Figure 1. Port wiring (run 1).
Scale bar: 50 um.
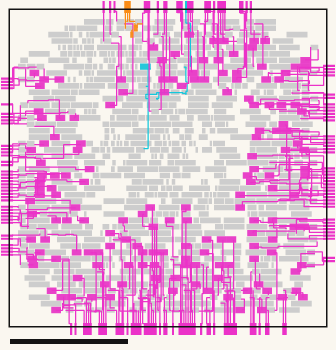
Figure 2. Power grid (run 1).
Scale bar: 50 um. Pins as bars on the die edge. Tap cells in gray.
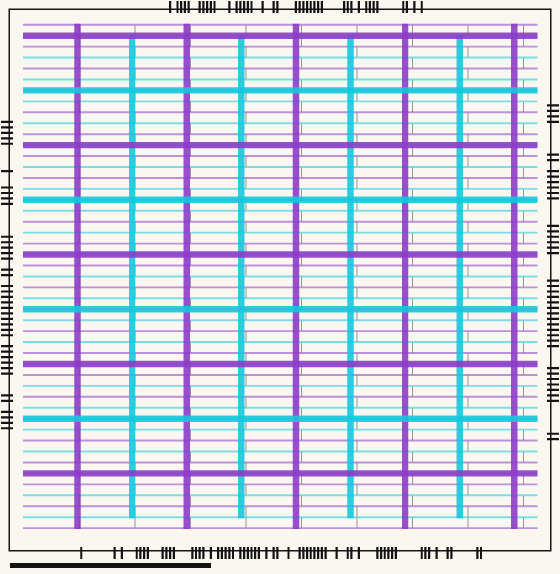
Figure 3. Local utilization (run 1).
Scale bar: 50 um. The die is cut into 13 by 13 equal tiles; white is low, dark blue is high, 0 to 100% covered.
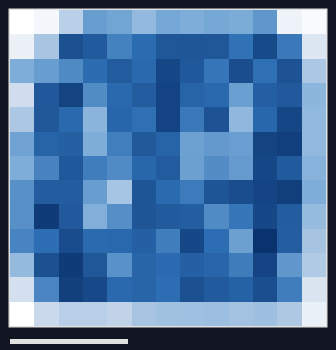
Figure 4. Sequential cells colored by netlist name (run 1).
Scale bar: 50 um.
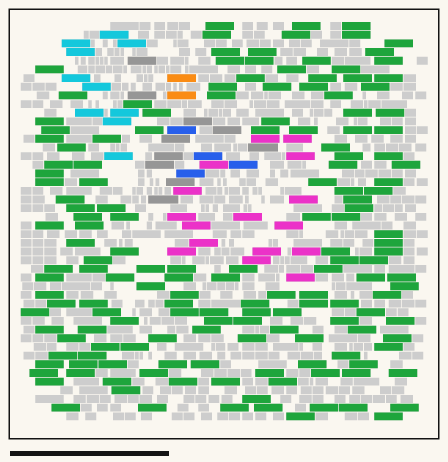
--- config.mk ---
export PLATFORM = sky130hd
export DESIGN_NAME = nn_result_reader
export DESIGN_NICKNAME = d
export VERILOG_FILES = /design/src/rtl/nn_pkg.sv /design/src/rtl/argmax_scan.sv /design/src/rtl/nn_result_reader.sv
export SDC_FILE = /design/constraint.sdc
export NUM_CORES = 1
export LEC_CHECK = 0
export CAP_MARGIN = 10
export CORE_MARGIN = 3
export CORE_UTILIZATION = 57
export CTS_CLUSTER_DIAMETER = 200
export CTS_CLUSTER_SIZE = 10
export DETAILED_ROUTE_END_ITERATION = 10
export MAX_ROUTING_LAYER = met4
export PLACE_DENSITY = 0.86
export REMOVE_ABC_BUFFERS = 1
export SYNTH_ARGS = -nofsm -noshare
export SYNTH_HDL_FRONTEND = slang
export SYNTH_SLANG_ARGS = --single-unit
--- constraint.sdc ---
create_clock -name i_clk -period 18.8 [get_ports i_clk]
set_input_delay 3.76 -clock i_clk [delete_from_list [all_inputs] [get_ports i_clk]]
set_output_delay 3.76 -clock i_clk [all_outputs]
set_load 0.01 [all_outputs]
--- src/rtl/nn_pkg.sv ---
// Shared definitions for the forward-propagation sequencer and its host-side reader.
package nn_pkg;

  localparam logic [2:0] LAYER_IDLE = 3'b000;
  localparam logic [2:0] LAYER_1    = 3'b001;
  localparam logic [2:0] LAYER_2    = 3'b010;
  localparam logic [2:0] LAYER_3    = 3'b100;

  localparam int NUM_CLASSES_DEFAULT = 10;
  localparam int SCORE_W_DEFAULT     = 16;
  localparam int TIMEOUT_DEFAULT     = 1023;

  typedef enum logic [1:0] {
    IDLE,
    REQ,
    SCAN,
    RESULT
  } reader_state_t;

endpackage

--- src/rtl/argmax_scan.sv ---
// Serial argmax unit: clear loads the first entry, step keeps the strictly greater signed value.
module argmax_scan #(
  parameter int SCORE_W = 16
) (
  input  logic                      i_clk,
  input  logic                      i_rst,
  input  logic                      i_clear,
  input  logic                      i_step,
  input  logic signed [SCORE_W-1:0] i_value,
  input  logic [3:0]                i_index,
  output logic [3:0]                o_best_idx,
  output logic signed [SCORE_W-1:0] o_best_val
);

  logic [3:0]                r_best_idx;
  logic signed [SCORE_W-1:0] r_best_val;

  // Strict compare keeps the lowest index on ties.
  always_ff @(posedge i_clk or posedge i_rst) begin
    if (i_rst) begin
      r_best_idx <= '0;
      r_best_val <= '0;
    end else if (i_clear) begin
      r_best_idx <= i_index;
      r_best_val <= i_value;
    end else if (i_step && (i_value > r_best_val)) begin
      r_best_idx <= i_index;
      r_best_val <= i_value;
    end
  end

  assign o_best_idx = r_best_idx;
  assign o_best_val = r_best_val;

endmodule

--- src/rtl/nn_result_reader.sv ---
// Host-side reader: turns a Start edge into a Compute request, captures the final-layer
// scores on the layer-3 load strobe and reports their argmax as a digit.
module nn_result_reader
  import nn_pkg::*;
#(
  parameter int NUM_CLASSES = NUM_CLASSES_DEFAULT,
  parameter int SCORE_W     = SCORE_W_DEFAULT,
  parameter int TIMEOUT     = TIMEOUT_DEFAULT
) (
  input  logic                           i_clk,
  input  logic                           i_rst,
  input  logic                           i_start,
  input  logic [2:0]                     i_layer,
  input  logic                           i_ld_io,
  input  logic [NUM_CLASSES*SCORE_W-1:0] i_scores,
  output logic                           o_compute,
  output logic                           o_busy,
  output logic                           o_valid,
  output logic [3:0]                     o_digit,
  output logic                           o_error
);

  localparam int TW = $clog2(TIMEOUT + 1);

  reader_state_t             r_state, w_state_next;
  logic                      r_start_q;
  logic [TW-1:0]             r_timer;
  logic [3:0]                r_idx;
  logic [3:0]                r_digit;
  logic                      r_error;
  logic signed [SCORE_W-1:0] r_buf [NUM_CLASSES];

  logic                      w_start_rise;
  logic                      w_capture;
  logic                      w_timeout;
  logic                      w_last;
  logic [3:0]                w_best_idx;
  logic signed [SCORE_W-1:0] w_unused_best_val;

  assign w_start_rise = i_start & ~r_start_q;
  assign w_capture    = i_ld_io && (i_layer == LAYER_3);
  assign w_timeout    = (r_timer == TW'(TIMEOUT));
  assign w_last       = (r_idx == 4'(NUM_CLASSES - 1));

  always_ff @(posedge i_clk or posedge i_rst) begin
    if (i_rst) r_state <= IDLE;
    else       r_state <= w_state_next;
  end

  always_comb begin
    w_state_next = r_state;
    case (r_state)
      IDLE:    if (w_start_rise) w_state_next = REQ;
      REQ: begin
        if (w_capture)      w_state_next = SCAN;
        else if (w_timeout) w_state_next = IDLE;
      end
      SCAN:    if (w_last) w_state_next = RESULT;
      RESULT:  if (w_start_rise) w_state_next = REQ;
      default: w_state_next = IDLE;
    endcase
  end

  always_ff @(posedge i_clk or posedge i_rst) begin
    if (i_rst) begin
      r_start_q <= 1'b0;
      r_timer   <= '0;
      r_idx     <= '0;
      r_digit   <= '0;
      r_error   <= 1'b0;
    end else begin
      r_start_q <= i_start;
      case (r_state)
        IDLE: begin
          if (w_start_rise) begin
            r_timer <= '0;
            r_error <= 1'b0;
          end
        end
        REQ: begin
          r_timer <= r_timer + TW'(1);
          if (!w_capture && w_timeout) r_error <= 1'b1;
        end
        SCAN: r_idx <= w_last ? 4'd0 : r_idx + 4'd1;
        RESULT: begin
          // Shadow copy so Digit survives the next scan overwriting the argmax unit.
          r_digit <= w_best_idx;
          if (w_start_rise) begin
            r_timer <= '0;
            r_error <= 1'b0;
          end
        end
        default: ;
      endcase
    end
  end

  // Only the first layer-3 strobe is seen because REQ is left on that same edge.
  for (genvar gi = 0; gi < NUM_CLASSES; gi++) begin : g_buf
    always_ff @(posedge i_clk or posedge i_rst) begin
      if (i_rst)                            r_buf[gi] <= '0;
      else if (r_state == REQ && w_capture) r_buf[gi] <= i_scores[gi*SCORE_W +: SCORE_W];
    end
  end

  argmax_scan #(.SCORE_W(SCORE_W)) u_argmax (
    .i_clk      (i_clk),
    .i_rst      (i_rst),
    .i_clear    ((r_state == SCAN) && (r_idx == 4'd0)),
    .i_step     (r_state == SCAN),
    .i_value    (r_buf[r_idx]),
    .i_index    (r_idx),
    .o_best_idx (w_best_idx),
    .o_best_val (w_unused_best_val)
  );

  assign o_compute = (r_state == REQ);
  assign o_busy    = (r_state == REQ) || (r_state == SCAN);
  assign o_valid   = (r_state == RESULT);
  assign o_digit   = (r_state == RESULT) ? w_best_idx : r_digit;
  assign o_error   = r_error;

endmodule

==> reports/qor.csv, run 1 <==
metric;value;unit
outcome;complete, no violations;
crit_path_drt;19.17;ns
fin_nets;1037;
met1Wirelength;8579;um
power.share.switching;0.3147;
area_share_nonclk_buffers;0.1484;
crit_path_setup_slack_layout;12.53;ns
endpoints_failing_hold;0;
floorplan.core_util;0.5857;
dominant_power_group;registers;
clkSlewWorstSetupHoldPaths;0.06;ns
max-slew-margin-rel;0.2923;
maxUsedRoutingLayer;met4;
cts.repair_timing.setup_buffer_count;0;
power_frac_clock;0.220;
synth.ff_latch_count;202;
destination_of_the_worst_hold_path;u_argmax.o_best_val[4];
seq_area;5057;um2
p_leak;5.254;nW
synthMostInstantiatedCell;dfrtp_1;
timing_endpoint_of_the_critical_path;r_buf[91];
synthDistinctLibCells;46;
route.met3.wl;992;um
core.rowCount;46;
setup_tns;0;ns
power.combinational.total;651;uW
layout.sequential_cells;202;
post_synth_ao_oa_area_fraction;0.05421;
placed_cells_incl_taps;1039;
pg_clk;396;uW
multiInputCombCellCount;419;
power.sequential.fraction;0.418;
critical_path.startpoint;i_ld_io;
maxCapViolations;0;
internal_power;1.233;mW
synth-area-yosys;9371;um2
gpl.final_weighted_congestion;0.8238;
rr_startpoint;r_idx[1];
cts_tree;built;
detail-route-antenna-nets;0;
layout-drive-gt1-share;0.2961;
grt_setup_unrepaired;no;
synth_warnings;0;
Back to the opening pictures, Figure 1:
| port | color | bits | direction | end cells | buffers | wire |
|---|---|---|---|---|---|---|
| i_layer | orange | 3 | input | 2 | 3 | 28.1 um |
| i_scores | magenta | 160 | input | 160 | 160 | 4530 um |
| o_valid | cyan | 1 | output | 1 | 1 | 102 um |

Back to the opening pictures, Figure 2:
| net | color |
|---|---|
| VDD | cyan |
| VSS | purple |
met5 straps: 9
tap cells: 216
met4 straps: 9

Back to the opening pictures, Figure 3:
mean over tiles: 65%
fullest tile: 99%
nearly empty tiles: 1.2%
tiles over 75% full: 49%

Back to the opening pictures, Figure 4:
| signal | color | placed flops |
|---|---|---|
| u_argmax.o_best_idx | blue | 4 |
| r_timer | cyan | 10 |
| r_state | orange | 2 |
| r_buf | green | 160 |
| u_argmax.o_best_val | magenta | 16 |

## Run 2: what changed since run 1
- CORE_UTILIZATION: 57 -> 47
- PLACE_DENSITY: 0.86 -> 0.76
- clock period: 18.8 -> 5.7 ns (I/O delays scaled with it)
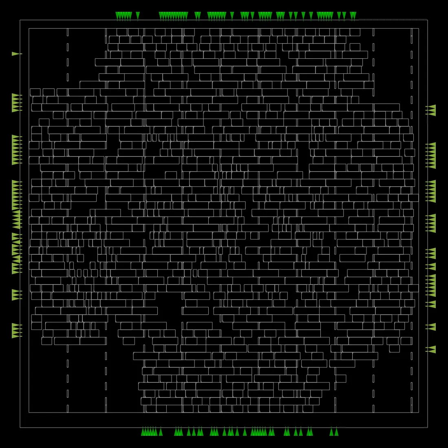
Figure 5: run 2, cell outlines without signal wires.
fillcell total: 1549
num tapcells: 265

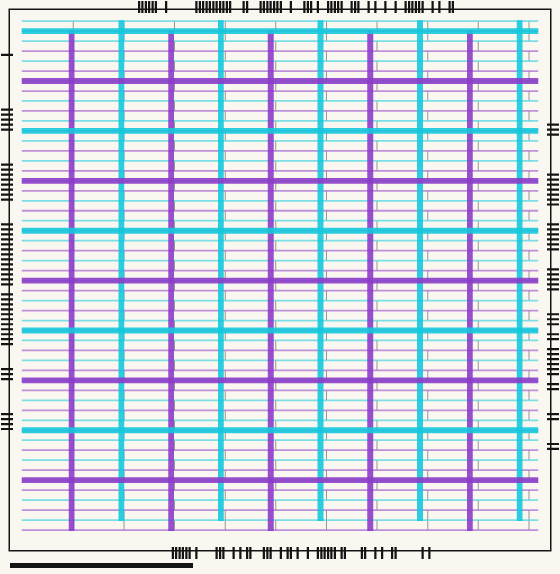
Figure 6: run 2, power grid.
Scale bar: 50 um. Pins as bars on the die edge. Tap cells in gray.
| net | color |
|---|---|
| VDD | cyan |
| VSS | purple |
met4 straps: 10
signal pins: 175

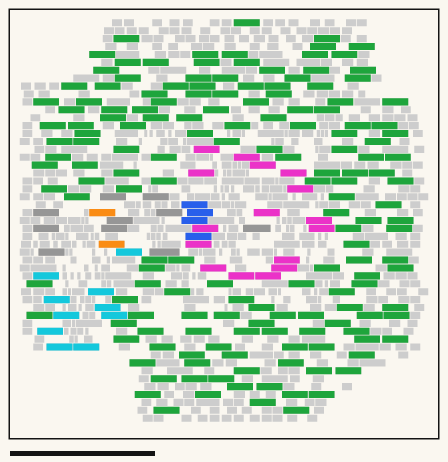
Figure 7: run 2, sequential cells colored by netlist name.
Scale bar: 50 um.
| signal | color | placed flops |
|---|---|---|
| u_argmax.o_best_val | magenta | 16 |
| r_state | orange | 2 |
| u_argmax.o_best_idx | blue | 4 |
| r_buf | green | 160 |
| r_timer | cyan | 10 |

==> run 2 against run 1 <==
Compared with the run above:
- die area grew 20%
- clock power grew to 3.3 times the previous value
- clock skew grew 0.00087 ns
- combinational power increased to 3.2 times the previous value
- sequential share of layout area down 0.33 points
- synthesized area is the same
- clock-buffer cell count did not move
- synthesized cell count did not move
- cell count rose by 4.9%
==> reports/qor.csv, run 2 <==
metric;value;unit
outcome;complete, no violations;
pg_clk;1.30;mW
post_synth_most_frequent_cells;dfrtp_1, mux2_2, nand2_1;
cts.repair_timing.setup_buffer_count;0;
synthDistinctLibCells;46;
power_frac_clock;0.222;
met2RoutedLength;9872;um
maxCapViolations;0;
layout.sequential_cells;202;
placed_cells_incl_taps;1091;
rr_startpoint;r_idx[1];
max-slew-margin-rel;0.3163;
synth_warnings;0;
dominant_power_group;registers;
synth.ff_latch_count;202;
core.rowCount;51;
synthDominantCellAreaShare;0.5394;
critical_path.startpoint;r_idx[1];
endpoints_failing_hold;0;
gpl.final_weighted_congestion;0.7844;
highest_count_logic_cell_in_the_final_layout;dfrtp_1;
maxUsedRoutingLayer;met4;
clkSlewWorstSetupHoldPaths;0.06;ns
power.share.switching;0.3063;
power.sequential.fraction;0.424;
layout-drive-gt1-share;0.2986;
timing_endpoint_of_the_critical_path;u_argmax.o_best_val[2];
route.met3.wl;1010;um
power.combinational.total;2.07;mW
synth-area-yosys;9371;um2
floorplan.core_util;0.4799;
remaining_drc_errors;0;
seq_area;5060;um2
final_min_period_over_clock_period;0.7811;
setup_tns;0;ns
fin_nets;1040;
grt_setup_unrepaired;no;
met1Wirelength;9111;um
p_leak;5.273;nW
multiInputCombCellCount;419;
internal_power;4.071;mW
synthMostInstantiatedCell;dfrtp_1;
area_share_nonclk_buffers;0.1501;
post_synth_ao_oa_area_fraction;0.05421;
Power is estimated from default activity; no workload was simulated.
